<file path="config.mk">
export PLATFORM = sky130hd
export DESIGN_NAME = state_encoder
export DESIGN_NICKNAME = d
export VERILOG_FILES = /design/src/rtl/state_encoder.sv
export SDC_FILE = /design/constraint.sdc
export NUM_CORES = 1
export LEC_CHECK = 0
export ABC_CLOCK_PERIOD_IN_PS = 1400
export CORE_AREA = 2 2 39 41
export DETAILED_ROUTE_END_ITERATION = 7
export DIE_AREA = 0 0 41 43
export GPL_ROUTABILITY_DRIVEN = 0
export PLACE_DENSITY_LB_ADDON = 0.25
export SYNTH_ARGS = -nofsm -noshare
export SYNTH_HDL_FRONTEND = slang
export SYNTH_SLANG_ARGS = --single-unit
</file>
<file path="constraint.sdc">
create_clock -name clk -period 1.4 [get_ports clk]
set_input_delay 0.14 -clock clk [delete_from_list [all_inputs] [get_ports clk]]
set_output_delay 0.14 -clock clk [all_outputs]
set_load 0.005 [all_outputs]
</file>
<file path="src/rtl/state_encoder.sv">
// state_encoder: five-state step/select encoder with button synchronizer.
// Optional button debounce filter enabled by defining STATE_ENCODER_DEBOUNCE_EN.
module state_encoder #(
  parameter int DEBOUNCE_CYCLES = 50000
) (
  input  logic       clk,
  input  logic       rst,
  input  logic       btn_next,
  input  logic       sel_valid,
  input  logic [4:0] sel_onehot,
  output logic [2:0] state,
  output logic       state_changed,
  output logic       sel_err
);

  typedef enum logic [2:0] {
    S0 = 3'd0,
    S1 = 3'd1,
    S2 = 3'd2,
    S3 = 3'd3,
    S4 = 3'd4
  } state_t;

  // Reject a zero-length filter at elaboration.
  if (DEBOUNCE_CYCLES < 1) begin : g_bad_param
    $error("DEBOUNCE_CYCLES must be at least 1");
  end

  logic       sync1_q;
  logic       sync2_q;
  logic [1:0] vld_q;
  logic       sync_ok;
  logic       filt;
  logic       prev_q;
  logic       step_req;

  // Two-flop synchronizer plus a marker for when its output is a real sample.
  always_ff @(posedge clk or posedge rst) begin
    if (rst) begin
      sync1_q <= 1'b0;
      sync2_q <= 1'b0;
      vld_q   <= 2'b00;
    end else begin
      sync1_q <= btn_next;
      sync2_q <= sync1_q;
      vld_q   <= {vld_q[0], 1'b1};
    end
  end

  // The reset contents of the synchronizer are not an observation of the pin.
  assign sync_ok = vld_q[1];

`ifdef STATE_ENCODER_DEBOUNCE_EN
  localparam int CW =
    (DEBOUNCE_CYCLES > 1) ? $clog2(DEBOUNCE_CYCLES) : 1;
  localparam logic [CW-1:0] CNT_LAST = CW'(DEBOUNCE_CYCLES - 1);

  logic          filt_q;
  logic [CW-1:0] cnt_q;

  // Accept a new level only after it has held for the full window.
  always_ff @(posedge clk or posedge rst) begin
    if (rst) begin
      filt_q <= 1'b1;
      cnt_q  <= '0;
    end else if (sync_ok && (sync2_q != filt_q)) begin
      if (cnt_q == CNT_LAST) begin
        filt_q <= sync2_q;
        cnt_q  <= '0;
      end else begin
        cnt_q  <= cnt_q + 1'b1;
      end
    end else begin
      cnt_q <= '0;
    end
  end

  assign filt = filt_q;
`else
  // Without filtering, the level is the synchronized pin once it is valid.
  assign filt = sync_ok ? sync2_q : 1'b1;
`endif

  // Rising-edge history of the filtered level.
  always_ff @(posedge clk or posedge rst) begin
    if (rst) prev_q <= 1'b1;
    else     prev_q <= filt;
  end

  assign step_req = filt & ~prev_q;

  logic       sel_one;
  logic       sel_ok;
  logic       sel_bad;
  logic [2:0] sel_idx;
  state_t     state_q;
  state_t     state_d;

  assign sel_one = $onehot(sel_onehot);
  assign sel_ok  = sel_valid & sel_one;
  assign sel_bad = sel_valid & ~sel_one;

  // Bit index of a one-hot request; only used when exactly one bit is set.
  assign sel_idx[0] = sel_onehot[1] | sel_onehot[3];
  assign sel_idx[1] = sel_onehot[2] | sel_onehot[3];
  assign sel_idx[2] = sel_onehot[4];

  // Next state: legal select wins, then step with wrap, else hold.
  always_comb begin
    state_d = state_q;
    if (sel_ok) begin
      unique case (sel_idx)
        3'd0:    state_d = S0;
        3'd1:    state_d = S1;
        3'd2:    state_d = S2;
        3'd3:    state_d = S3;
        default: state_d = S4;
      endcase
    end else if (step_req) begin
      unique case (state_q)
        S0:      state_d = S1;
        S1:      state_d = S2;
        S2:      state_d = S3;
        S3:      state_d = S4;
        default: state_d = S0;
      endcase
    end
  end

  // State register with registered change and error pulses.
  always_ff @(posedge clk or posedge rst) begin
    if (rst) begin
      state_q       <= S0;
      state_changed <= 1'b0;
      sel_err       <= 1'b0;
    end else begin
      state_q       <= state_d;
      state_changed <= (state_d != state_q);
      sel_err       <= sel_bad;
    end
  end

  assign state = state_q;

endmodule

</file>
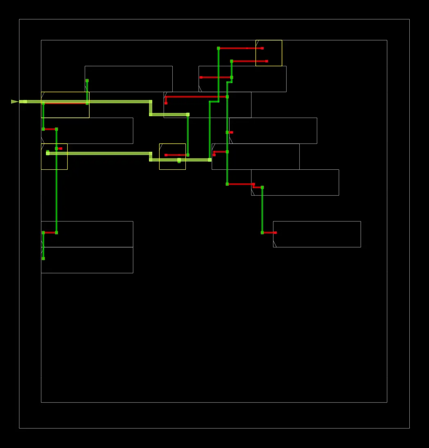
(images/final_clocks.png)
Clock Power: 253 uW
skew final: 5.811 ps
total clock sinks: 10

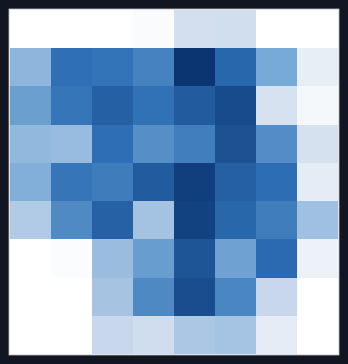
(images/density.png)
(8 px per um) 8 x 9 tiles, from white (low) to dark blue (high), 0 to 100% covered.
tiles over 75% full: 22%
emptiest ninth of the die: lower left
mean over tiles: 45%
nearly empty tiles: 18%
densest ninth of the die: centre
starting density of the core: 0.3924
Finished Core Util: 0.5832

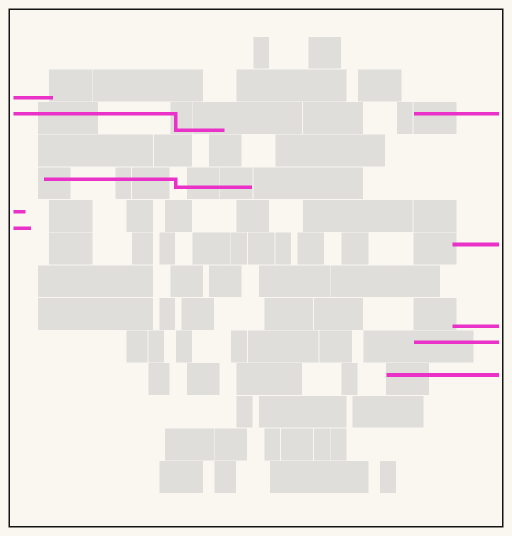
(images/met3.png)
(12 px per um) Cells faint in the background.
longest straight run: 13.3 um
main direction: horizontal
nets with wire on the layer: 10
met3 capacity usage during global routing: 0.07853
total via count in the routed design: 409

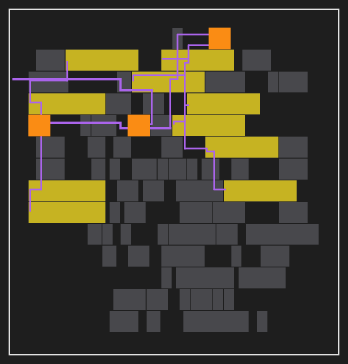
(images/clock_map.png)
(8 px per um)
[clock wires] purple | length: 127 um
[cells driving clock nets] orange | count: 3
[flip-flops] yellow | count: 10
routed clock nets: 4
clock network latency to the later pin of the worst-skew pair: 260 ps
power share of the clock group: 0.232

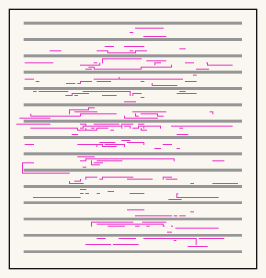
(images/met1.png)
(6 px per um) Supply wires on this layer in grey.
longest straight run: 14.7 um
share of all routed wire: 44%
nets with wire on the layer: 70
global-route track usage on met1: 0.1753
total routed wirelength: 953 um

==> results.sh <==
# flow metrics
export IMPL_outcome="finished, violations left"
export IMPL_violations="negative setup slack"
export IMPL_nNonClkInverters=9
export IMPL_setup_violations_final=6
export IMPL_hold_slack_ps=139.3
export IMPL_number_of_synthesized_flops_with_an_enable_pin=0
export IMPL_grt_first_pass_wirelength_um=1573
export IMPL_placedInstanceArea_um2=740.7
export IMPL_route_antenna_remaining_nets=0
export IMPL_layout_area_seq_um2=254.0
export IMPL_ys_flops=10
export IMPL_layout_clock_cell_area_share=0.04496
export IMPL_reg2reg_to="state[1]"
export IMPL_cellLeakagePower_nw=0.3666
export IMPL_path_delay_family="adder cells"
export IMPL_ys_cells=52
export IMPL_cts_root_buf="sky130_fd_sc_hd__clkbuf_4"
export IMPL_timing_critical_path_buf_inv=3
export IMPL_layout_top_cell="sky130_fd_sc_hd__clkdlybuf4s50_1"
export IMPL_fin_nets=87
export IMPL_grtUsageMet2=0.1969
export IMPL_firstDrtPassIters=4
export IMPL_timing_critical_path_slowest_stage_cell="sky130_fd_sc_hd__fa_1"
export IMPL_grt_remaining_overflow=0
export IMPL_layout_setup_ws_ps=-314.1
export IMPL_m1WireLength_um=417
export IMPL_fmaxAchievable_mhz=583.4
export IMPL_maxUsedRoutingLayer="met3"
export IMPL_number_of_cells_in_the_finished_layout_apart_from_fillers=90
export IMPL_fillers=134
export IMPL_combinationalPower_uw=396
export IMPL_synth_sequential_area_ratio=0.4631
export IMPL_finish_instance_area_um2=807.0
export IMPL_yosys_mux_area_fraction=0
export IMPL_setup_reg_to_reg_worst_slack_ps=240
export IMPL_crit_chain="buf_8 -> inv_8 -> fa_1 -> fa_2 -> inv_2 -> ha_4 -> nor3_4 -> nand2_4 -> nor2_2 -> a22oi_1"
export IMPL_antenna_found_initial=0
export IMPL_dp_worst_setup_slack_ps=-1125
export IMPL_critical_path_max_fanout=8
export IMPL_chipWidth_um=41
export IMPL_flops=10
export IMPL_tritoncts="done"
export IMPL_seq_area_frac=0.3147
export IMPL_syn_num_nets=64
export IMPL_floorplan_core_area_um2=1384
export IMPL_post_synth_num_cell_types=25
export IMPL_drc=0
export IMPL_max_clock_path_buffers=2
export IMPL_regToRegStartpoint="state[1]"
export IMPL_post_route_period_util=1.224
export IMPL_simple_gate_area_frac=0.2051
export IMPL_critical_path_startpoint="sel_onehot[3]"
export IMPL_wl_per_cell_um=10.59
export IMPL_flip_flop_count_of_the_largest_register_after_layout=3
export IMPL_ys_top_cells_by_area="sky130_fd_sc_hd__dfrtp_1, sky130_fd_sc_hd__fa_1, sky130_fd_sc_hd__inv_1, sky130_fd_sc_hd__dfstp_2, sky130_fd_sc_hd__nor2_1"
export IMPL_via_count_of_the_first_global_routing_pass=386
export IMPL_worst_path_stages=10
export IMPL_synth_largest_type_area_fraction=0.4147
export IMPL_synthXorXnorAreaFrac=0.04608
export IMPL_finalWorstPathRequiredPeriod_ps=1714
export IMPL_cts_buffers=3
export IMPL_cp_data_arrival_time_ps=1850
Power is estimated from default activity; no workload was simulated.
